[config.mk]
export PLATFORM = sky130hd
export DESIGN_NAME = sram_arbiter_flat
export DESIGN_NICKNAME = d
export VERILOG_FILES = /design/src/rtl/sram_arbiter_if.sv /design/src/rtl/sram_arbiter.sv /design/src/flat_wrapper.sv
export SDC_FILE = /design/constraint.sdc
export NUM_CORES = 1
export LEC_CHECK = 0
export ABC_AREA = 1
export CAP_MARGIN = 10
export CELL_PAD_IN_SITES_DETAIL_PLACEMENT = 0
export CELL_PAD_IN_SITES_GLOBAL_PLACEMENT = 1
export CORE_UTILIZATION = 30
export CTS_CLUSTER_DIAMETER = 100
export DETAILED_ROUTE_END_ITERATION = 8
export HOLD_SLACK_MARGIN = 0.06
export MAX_ROUTING_LAYER = met4
export PLACE_DENSITY = 0.77
export RECOVER_POWER = 100
export SLEW_MARGIN = 30
export SYNTH_ARGS = -nofsm -noshare
export SYNTH_HDL_FRONTEND = slang
export SYNTH_SLANG_ARGS = --single-unit
[constraint.sdc]
create_clock -name clk -period 7.15 [get_ports clk]
set_input_delay 1.43 -clock clk [delete_from_list [all_inputs] [get_ports clk]]
set_output_delay 1.43 -clock clk [all_outputs]
set_load 0.005 [all_outputs]
[src/rtl/sram_arbiter_if.sv]
`default_nettype none
// ============================================================================
// Module      : sram_arbiter_if
// Description : Fetch, load/store and SRAM-side signals of the SRAM arbiter.
// Revision    : 1.0 - initial release
// ============================================================================
interface sram_arbiter_if #(
    parameter int ADDR_W = 32,
    parameter int DATA_W = 32
);
    logic                  if_req;
    logic [ADDR_W-1:0]     if_addr;
    logic [DATA_W-1:0]     if_rdata;
    logic                  if_ready;

    logic                  lsu_req;
    logic                  lsu_we;
    logic [ADDR_W-1:0]     lsu_addr;
    logic [DATA_W-1:0]     lsu_wdata;
    logic [DATA_W/8-1:0]   lsu_bmask;
    logic [DATA_W-1:0]     lsu_rdata;
    logic                  lsu_ready;

    logic                  sram_req;
    logic                  sram_we;
    logic [ADDR_W-1:0]     sram_addr;
    logic [DATA_W-1:0]     sram_wdata;
    logic [DATA_W/8-1:0]   sram_bmask;
    logic [DATA_W-1:0]     sram_rdata;
    logic                  sram_ack;

    logic                  sram_stall;
    logic                  timeout_err;

    // Arbiter side
    modport slave (
        input  if_req, if_addr, lsu_req, lsu_we, lsu_addr, lsu_wdata, lsu_bmask,
               sram_rdata, sram_ack,
        output if_rdata, if_ready, lsu_rdata, lsu_ready,
               sram_req, sram_we, sram_addr, sram_wdata, sram_bmask,
               sram_stall, timeout_err
    );

    // Pipeline / SRAM side
    modport master (
        output if_req, if_addr, lsu_req, lsu_we, lsu_addr, lsu_wdata, lsu_bmask,
               sram_rdata, sram_ack,
        input  if_rdata, if_ready, lsu_rdata, lsu_ready,
               sram_req, sram_we, sram_addr, sram_wdata, sram_bmask,
               sram_stall, timeout_err
    );
endinterface
`default_nettype wire

[src/rtl/sram_arbiter.sv]
`default_nettype none
// ============================================================================
// Module      : sram_arbiter
// Description : Serialises LSU and IF accesses onto one SRAM, LSU first, and
//               stalls the pipeline while an access is outstanding.
// Revision    : 1.0 - initial release
// ============================================================================
module sram_arbiter #(
    parameter int ADDR_W  = 32,
    parameter int DATA_W  = 32,
    parameter int TIMEOUT = 255
) (
    input  wire           clk,
    input  wire           rst,
    sram_arbiter_if.slave bus
);
    localparam int c_BM_W  = DATA_W / 8;
    localparam int c_CNT_W = $clog2(TIMEOUT + 1);
    localparam logic [c_CNT_W-1:0] c_CNT_LAST = c_CNT_W'(TIMEOUT - 1);

    typedef enum logic [1:0] {
        IDLE    = 2'd0,
        LSU_ACC = 2'd1,
        IF_ACC  = 2'd2,
        DONE    = 2'd3
    } state_t;

    state_t              r_state;
    state_t              w_next;

    logic                r_pend_if;
    logic                r_lsu_srv;
    logic                r_if_srv;
    logic [c_CNT_W-1:0]  r_cnt;
    logic                r_req;
    logic                r_we;
    logic [ADDR_W-1:0]   r_addr;
    logic [DATA_W-1:0]   r_wdata;
    logic [c_BM_W-1:0]   r_bmask;
    logic [DATA_W-1:0]   r_lsu_rdata;
    logic [DATA_W-1:0]   r_if_rdata;
    logic                r_timeout_err;

    logic                w_in_acc;
    logic                w_timeout;
    logic                w_acc_end;
    logic                w_stall;
    logic                w_lsu_ready;
    logic                w_if_ready;

    assign w_in_acc  = (r_state == LSU_ACC) || (r_state == IF_ACC);
    // An ack in the last allowed cycle still wins over the timeout
    assign w_timeout = w_in_acc && !bus.sram_ack && (r_cnt == c_CNT_LAST);
    assign w_acc_end = w_in_acc && (bus.sram_ack || w_timeout);

    always_ff @(posedge clk or posedge rst) begin
        if (rst) begin
            r_state <= IDLE;
        end else begin
            r_state <= w_next;
        end
    end

    always_comb begin
        w_next      = r_state;
        w_stall     = 1'b0;
        w_lsu_ready = 1'b0;
        w_if_ready  = 1'b0;
        case (r_state)
            IDLE: begin
                w_stall = bus.lsu_req || bus.if_req;
                if (bus.lsu_req) begin
                    w_next = LSU_ACC;
                end else if (bus.if_req) begin
                    w_next = IF_ACC;
                end
            end
            LSU_ACC: begin
                w_stall = 1'b1;
                if (w_acc_end) begin
                    w_next = r_pend_if ? IF_ACC : DONE;
                end
            end
            IF_ACC: begin
                w_stall = 1'b1;
                if (w_acc_end) begin
                    w_next = DONE;
                end
            end
            default: begin
                // Requests seen here are stale: the pipeline advances this cycle
                w_lsu_ready = r_lsu_srv;
                w_if_ready  = r_if_srv;
                w_next      = IDLE;
            end
        endcase
        // Stall must vanish the moment reset is applied, even with requests held
        if (rst) begin
            w_stall = 1'b0;
        end
    end

    always_ff @(posedge clk or posedge rst) begin
        if (rst) begin
            r_pend_if     <= 1'b0;
            r_lsu_srv     <= 1'b0;
            r_if_srv      <= 1'b0;
            r_cnt         <= '0;
            r_req         <= 1'b0;
            r_we          <= 1'b0;
            r_addr        <= '0;
            r_wdata       <= '0;
            r_bmask       <= '0;
            r_lsu_rdata   <= '0;
            r_if_rdata    <= '0;
            r_timeout_err <= 1'b0;
        end else begin
            case (r_state)
                IDLE: begin
                    if (bus.lsu_req) begin
                        r_req     <= 1'b1;
                        r_we      <= bus.lsu_we;
                        r_addr    <= bus.lsu_addr;
                        r_wdata   <= bus.lsu_wdata;
                        r_bmask   <= bus.lsu_bmask;
                        r_pend_if <= bus.if_req;
                        r_lsu_srv <= 1'b1;
                        r_if_srv  <= 1'b0;
                        r_cnt     <= '0;
                    end else if (bus.if_req) begin
                        r_req     <= 1'b1;
                        r_we      <= 1'b0;
                        r_addr    <= bus.if_addr;
                        r_bmask   <= '1;
                        r_pend_if <= 1'b0;
                        r_lsu_srv <= 1'b0;
                        r_if_srv  <= 1'b1;
                        r_cnt     <= '0;
                    end
                end
                LSU_ACC: begin
                    if (bus.sram_ack) begin
                        if (!r_we) begin
                            r_lsu_rdata <= bus.sram_rdata;
                        end
                    end else if (w_timeout) begin
                        r_lsu_rdata   <= '0;
                        r_timeout_err <= 1'b1;
                    end
                    if (w_acc_end) begin
                        r_cnt <= '0;
                        // Chain straight into the pending fetch; its address is held stable
                        if (r_pend_if) begin
                            r_we     <= 1'b0;
                            r_addr   <= bus.if_addr;
                            r_bmask  <= '1;
                            r_if_srv <= 1'b1;
                        end else begin
                            r_req <= 1'b0;
                        end
                    end else begin
                        r_cnt <= r_cnt + c_CNT_W'(1);
                    end
                end
                IF_ACC: begin
                    if (bus.sram_ack) begin
                        r_if_rdata <= bus.sram_rdata;
                    end else if (w_timeout) begin
                        r_if_rdata    <= '0;
                        r_timeout_err <= 1'b1;
                    end
                    if (w_acc_end) begin
                        r_cnt <= '0;
                        r_req <= 1'b0;
                    end else begin
                        r_cnt <= r_cnt + c_CNT_W'(1);
                    end
                end
                default: begin
                end
            endcase
        end
    end

    assign bus.sram_req    = r_req;
    assign bus.sram_we     = r_we;
    assign bus.sram_addr   = r_addr;
    assign bus.sram_wdata  = r_wdata;
    assign bus.sram_bmask  = r_bmask;
    assign bus.lsu_rdata   = r_lsu_rdata;
    assign bus.if_rdata    = r_if_rdata;
    assign bus.lsu_ready   = w_lsu_ready;
    assign bus.if_ready    = w_if_ready;
    assign bus.sram_stall  = w_stall;
    assign bus.timeout_err = r_timeout_err;
endmodule
`default_nettype wire

[src/flat_wrapper.sv]
// flat-port wrapper written by rule: the top's interface ports become plain ports
module sram_arbiter_flat 
#(
    parameter int ADDR_W  = 32,
    parameter int DATA_W  = 32,
    parameter int TIMEOUT = 255
)
  (clk, rst, bus_if_req, bus_if_addr, bus_lsu_req, bus_lsu_we, bus_lsu_addr, bus_lsu_wdata, bus_lsu_bmask, bus_sram_rdata, bus_sram_ack, bus_if_rdata, bus_if_ready, bus_lsu_rdata, bus_lsu_ready, bus_sram_req, bus_sram_we, bus_sram_addr, bus_sram_wdata, bus_sram_bmask, bus_sram_stall, bus_timeout_err);
  sram_arbiter_if #(.ADDR_W(ADDR_W), .DATA_W(DATA_W)) bus_i ();
  input  wire clk;
  input  wire rst;
  input wire logic [$bits(bus_i.if_req)-1:0] bus_if_req;
  input wire logic [$bits(bus_i.if_addr)-1:0] bus_if_addr;
  input wire logic [$bits(bus_i.lsu_req)-1:0] bus_lsu_req;
  input wire logic [$bits(bus_i.lsu_we)-1:0] bus_lsu_we;
  input wire logic [$bits(bus_i.lsu_addr)-1:0] bus_lsu_addr;
  input wire logic [$bits(bus_i.lsu_wdata)-1:0] bus_lsu_wdata;
  input wire logic [$bits(bus_i.lsu_bmask)-1:0] bus_lsu_bmask;
  input wire logic [$bits(bus_i.sram_rdata)-1:0] bus_sram_rdata;
  input wire logic [$bits(bus_i.sram_ack)-1:0] bus_sram_ack;
  output wire logic [$bits(bus_i.if_rdata)-1:0] bus_if_rdata;
  output wire logic [$bits(bus_i.if_ready)-1:0] bus_if_ready;
  output wire logic [$bits(bus_i.lsu_rdata)-1:0] bus_lsu_rdata;
  output wire logic [$bits(bus_i.lsu_ready)-1:0] bus_lsu_ready;
  output wire logic [$bits(bus_i.sram_req)-1:0] bus_sram_req;
  output wire logic [$bits(bus_i.sram_we)-1:0] bus_sram_we;
  output wire logic [$bits(bus_i.sram_addr)-1:0] bus_sram_addr;
  output wire logic [$bits(bus_i.sram_wdata)-1:0] bus_sram_wdata;
  output wire logic [$bits(bus_i.sram_bmask)-1:0] bus_sram_bmask;
  output wire logic [$bits(bus_i.sram_stall)-1:0] bus_sram_stall;
  output wire logic [$bits(bus_i.timeout_err)-1:0] bus_timeout_err;
  assign bus_i.if_req = bus_if_req;
  assign bus_i.if_addr = bus_if_addr;
  assign bus_i.lsu_req = bus_lsu_req;
  assign bus_i.lsu_we = bus_lsu_we;
  assign bus_i.lsu_addr = bus_lsu_addr;
  assign bus_i.lsu_wdata = bus_lsu_wdata;
  assign bus_i.lsu_bmask = bus_lsu_bmask;
  assign bus_i.sram_rdata = bus_sram_rdata;
  assign bus_i.sram_ack = bus_sram_ack;
  assign bus_if_rdata = bus_i.if_rdata;
  assign bus_if_ready = bus_i.if_ready;
  assign bus_lsu_rdata = bus_i.lsu_rdata;
  assign bus_lsu_ready = bus_i.lsu_ready;
  assign bus_sram_req = bus_i.sram_req;
  assign bus_sram_we = bus_i.sram_we;
  assign bus_sram_addr = bus_i.sram_addr;
  assign bus_sram_wdata = bus_i.sram_wdata;
  assign bus_sram_bmask = bus_i.sram_bmask;
  assign bus_sram_stall = bus_i.sram_stall;
  assign bus_timeout_err = bus_i.timeout_err;
  sram_arbiter #(.ADDR_W(ADDR_W), .DATA_W(DATA_W), .TIMEOUT(TIMEOUT)) u_core (.clk(clk), .rst(rst), .bus(bus_i));
endmodule
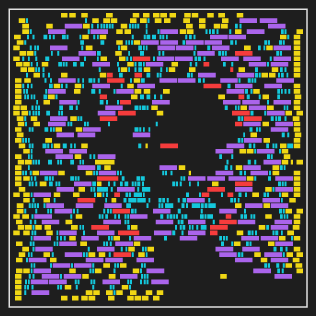
Fig. 1. Cell classes on the final placement (run 1).
(2 px per um)
legend:
  purple:
    class: registers
    cells: 148
  cyan:
    class: remaining logic cells
    cells: 576
  red:
    class: clock drivers and dummy loads
    cells: 32
  yellow:
    class: remaining buffers and delay cells
    cells: 282
sequential share of cell area: 37.19%
fin area: 0.009958 mm2
floorplan row count: 53
core area: 0.02096 mm2
final core utilization: 47.52%

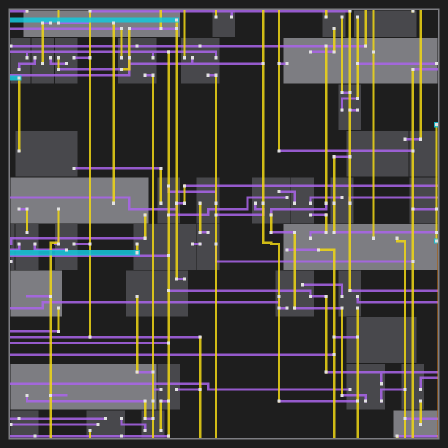
Fig. 2. Close-up of the layout (run 1).
Region (25, 99) to (50, 124) um. Cells in gray, sequential cells in the stronger gray; small squares are vias.
legend:
  yellow:
    layer: M2
  orange:
    layer: M4
  purple:
    layer: M1
  cyan:
    layer: M3
most frequent: nand2_1 (16), nand4_1 (8), dfrtp_1 (5)
cells with their middle in the window: 36
sequential cells in the window: 5
netlist names of flops here include: u_core.bus.sram_addr (5)

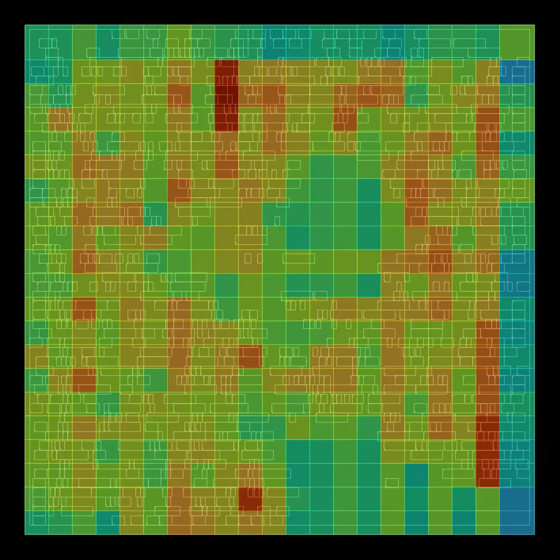
Fig. 3. Congestion heat map (run 1).
GRT Overall Usage: 18.81%
busiest grt layer: met2
met2 usage: 28.03%
met1 global-route usage: 24.15%
met3 usage: 5.982%

==> changes_impl.md, run 1 <==
### Implementation results

* Antenna violations before repair at 0
* Die Footprint at 0.02195 mm2
* Max-slew headroom at -132.8%
* Status: finished, violations left
* Placed cell areas at ~0.0094 mm2
* Worst min path class: register to register
* Max Cap Viol at 4
* Fa+ha+maj area frac at 1.172%
* Clock skew at ~0.011 ns
* Sink Count at 148
* Skew-Pair Late Insertion Delay at 0.42 ns
* Crit path DAT at between 4 and 5 ns
* Post-DR wirelength/cell at 14.70 um
* Fillers at ~2.1k
* Post-synth top cells: nand2_1, dfrtp_1, o21ai_0
* Final Hold Vio Count at 0
* Remaining global-route overflow at 0
* Max-slew violations at 200
* FP Util at ~31%
* Mapped Nets at 913
* Final Setup Violations at 0
* Post-Route WL at 19320 um
* P per Cell Area at 407.0 mW/mm2
* 1st-pass router iterations at 5
* YS warnings at 0
* Power share of the clock group at 22.9%
* Cell Chain, Critical Path: dlygate4sd3_1, nand2_1, buf_4, clkinv_1, nor2_1, nand2_1, nand3_1, inv_1, dlygate4sd3_1
* Failing checks: max-capacitance violations, max-slew violations
* R2R setup slack at ~3.3 ns
* Max stage delay on crit path at 0.83 ns
* DIE WIDTH at between 100 and 150 um
* Non-filler cells, final at between 1k and 1.5k
* Worst Hold Depth at 2
* Fin worst setup slack at 1.290 ns
* CTS Root Cell: clkbuf_16
* Hold slack at 0.4569 ns
* Post-synth EDFFs at 0
* Yosys top cell by area: dfrtp_1
[run 1: routing by layer]
metal | part of all wire, % | routed length, um | track usage (%)
met3 | 8.1 | 1566 | 5.982
met4 | 1.1 | 215 | 6.134
met1 | 45 | 8733 | 24.15
met5 | 0 | 0 | -
met2 | 46 | 8801 | 28.03
[run 1: final cells by class]
type                       count  area, um2  share of cell area (%)
inverter                      24      95.09                  0.9549
clock buffer                  17      425.4                   4.272
sequential                   148       3704                   37.19
antenna                        1      2.502                 0.02513
timing repair buffer         282       2814                   28.26
multi-input combinational    552       2384                   23.94
tap                          275      344.1                   3.455
clock inverter                15      190.2                   1.910
Fig. 4: run 1, M1 wires
(3 px per um)
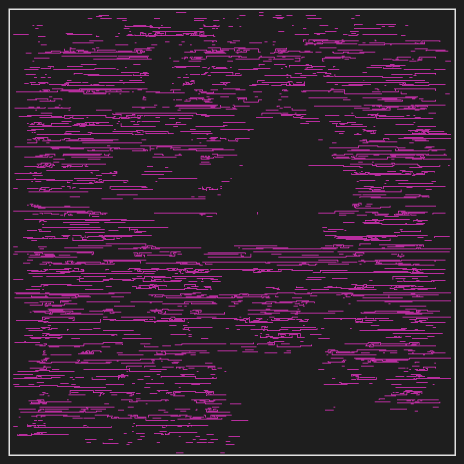

==> inputs of run 2 (changes only) <==
Settings changed: CORE_UTILIZATION 30 to 27, PLACE_DENSITY 0.77 to 0.73.
Clock period 7.15 ns to 4.8 ns, I/O delays scaled along.
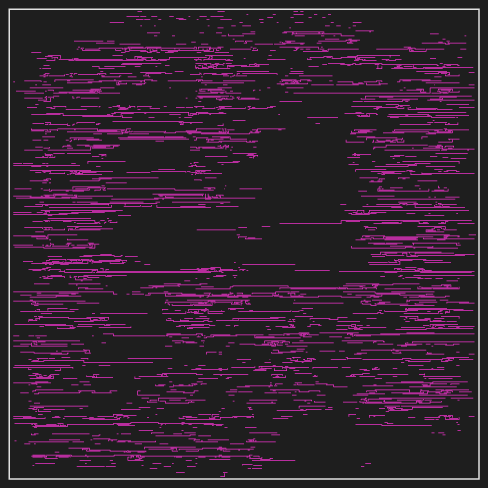
Fig. 5. M1 wires (run 2).
(3 px per um)
share of all routed wire: 46%
wire length on this layer: 9240 um
nets with wire on the layer: 1015
main direction: horizontal
longest straight run: 45.5 um
met1 global-route usage: 22.17%
Via Count: 5850
Post-Route WL: 19920 um

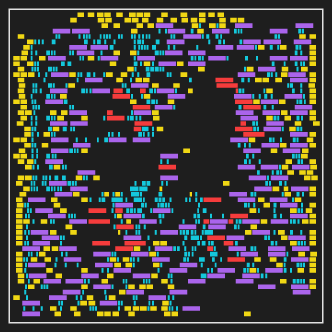
Fig. 6. Cell classes on the final placement (run 2).
(2 px per um)
legend:
  cyan:
    class: remaining logic cells
    cells: 576
  red:
    class: clock drivers and dummy loads
    cells: 32
  yellow:
    class: remaining buffers and delay cells
    cells: 284
  purple:
    class: registers
    cells: 148

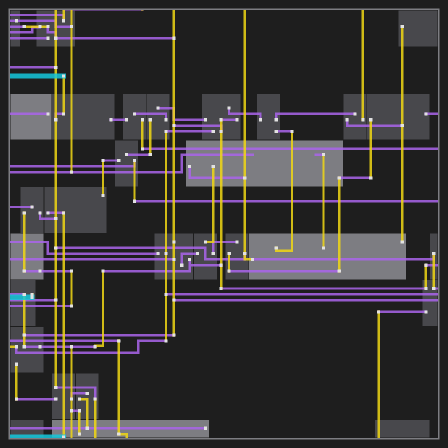
Fig. 7. Close-up of the layout (run 2).
Region (27, 105) to (52, 130) um. Cells in gray, sequential cells in the stronger gray; small squares are vias.
legend:
  purple:
    layer: M1
  cyan:
    layer: M3
  yellow:
    layer: M2
most frequent: nand2_1 (10), nand4_1 (4)
netlist names of flops here include: u_core.bus.sram_addr (2)
sequential cells in the window: 2
cells with their middle in the window: 20

==> changes_impl.md, run 2 <==
### Implementation results

* Sink Count at 148 (unchanged)
* Placed cell areas at 0.009438 mm2 (+0.65%)
* Max-slew violations at 282 (+41%)
* Reg2Reg Depth at 12
* GP Congestion at around 0.75
* Mux area share at 0%
* Max Cap Viol at 4 (unchanged)
* Worst Setup SP: bus_sram_ack
* Yosys cell count at 769
* Mapped Nets at 913 (unchanged)
* Skew-Pair Late Insertion Delay at 0.42 ns (about the same)
* CP most frequent cell: nand2_1
* Crit path time final at 3.764 ns
* Hold slack at 0.4632 ns (+0.006360 ns)
* H-tree Lvls at 4
* Worst Setup EP: u_core.bus.sram_bmask[2]
* Port bufs at roughly 280
* Core area at 0.02340 mm2 (+12%)
* Crit Reg-Reg Startpoint: u_core.r_state[0]
* Total negative setup slack at 0 ns
* Worst Hold Depth at 1 (-1)
* R2R setup slack at 1.35 ns (-1.99 ns)
* Sw Ratio at 35.62%
* Crit path max-delay family: simple AND/OR/NAND/NOR gates
* Die Height at between 150 and 200 um
* Cell Chain, Critical Path: dlygate4sd3_1, nor2_1, nand3_1, nand2_1, nand2_1, nand2_2, clkbuf_2, nand3_2, nand2_1, nand2_1
* Fin worst setup slack at 1.036 ns (-0.2540 ns)
* Num CTS Buffers at 17
* Sw power at 2.167 mW
* Fin area at 0.01005 mm2 (+0.88%)
* Post-DR wirelength/cell at 14.65 um (-0.36%)
* Gate power share at a little over two fifths
* FMAX at between 200 and 300 MHz
* Yosys top cell by area: dfrtp_1
* FP Util at 27.38% (-3.2 points)
* Final core utilization at 42.93% (-4.6 points)
* Floorplan row count at 56 (+5.7%)
* Post-cts resize count at 0
* Synth top cell by count: nand2_1
* DIE WIDTH at 156.1 um (+5.3%)
* Sequential Power Share at 34.2%
* Ports at 276
* Slowest cell on crit path: nand3_2
* Die Footprint at 0.02435 mm2 (+11%)
* Post-DR vias/cell at 4.301
* CP Class: input pin to register
* Final Hold Vio Count at 0 (unchanged)
* Fraction of registers with async set/reset at 100.0%
* Remaining global-route overflow at 0 (unchanged)
* Fa+ha+maj area frac at 1.172% (unchanged)
* Max-slew headroom at -39.28% (+94 points)
* Main synth FF type: dfrtp_1
* YS warnings at 0 (unchanged)
* Unique cell types at 23
* Peak supply drop at between 0.2 and 0.3 mV
* Tot Pwr at 6.084 mW
* Highest-power group: combinational logic
* Clock skew at 0.01331 ns (+0.002577 ns)
* Place WS at 1.014 ns
* Area share, top type at 57.80%
* Crit path DAT at 4.06 ns (-0.37 ns)
* Fin nets at 1171
* Critical path required time at 5.10 ns
* Worst min path class: register to register
* Post-synth regs at 148
* RSZ-0062 raised after global routing: no
* 1st-pass router iterations at 4 (-1)
* Main logic family: simple AND/OR/NAND/NOR gates
* Power share of the clock group at 24.2% (+1.3 points)
* First-pass GRT wire length at 31680 um
* Final Setup Violations at 0 (unchanged)
* Post-synth top cells: nand2_1, dfrtp_1, o21ai_0
* Setup crit end kind: register
* Max stage delay on crit path at 0.86 ns (+0.03 ns)
* Post-synth EDFFs at 0 (unchanged)
* P per Cell Area at 605.6 mW/mm2 (+49%)
* Status: finished, violations left
* GRT Overall Usage at 17.35% (-1.5 points)
* CTS Root Cell: clkbuf_16
* Ao+oa area frac at about 6.4%
* Failing checks: max-capacitance violations, max-slew violations
* Antenna violations before repair at 1 (+1)
* ANT nets after route at 0
* Non-filler cells, final at 1360 (+3.5%)
* Drt drc at 0
## run 2: cell counts after synthesis
No cell type changed its count.
## run 2: metal layers
| layer | track usage (%) | share of wire, % | vias up |
|---|---|---|---|
| met5 | - | 0 | - |
| met4 | 4.762 | 0.99 | 0 |
| met3 | 5.250 | 7.7 | 16 |
| met2 | 26.53 | 45 | 218 |
| li1 | - | - | 2971 |
| met1 | 22.17 | 46 | 2645 |
## run 2: cell type report
type	count	area, um2
inverter	24	91.34
antenna	1	2.502
clock buffer	20	456.7
multi-input combinational	552	2389
timing repair buffer	284	2810
clock inverter	12	193.9
tap	319	399.1
sequential	148	3704
fill	2439	13360
## run 2: kinds of logic after synthesis
kind of cell    Yosys count
simple gates            463
fa+ha+maj                 6
compound gates           81
flops                   148
buf+inv                  69
xor+xnor                  2
Power and IR drop assume default switching activity.
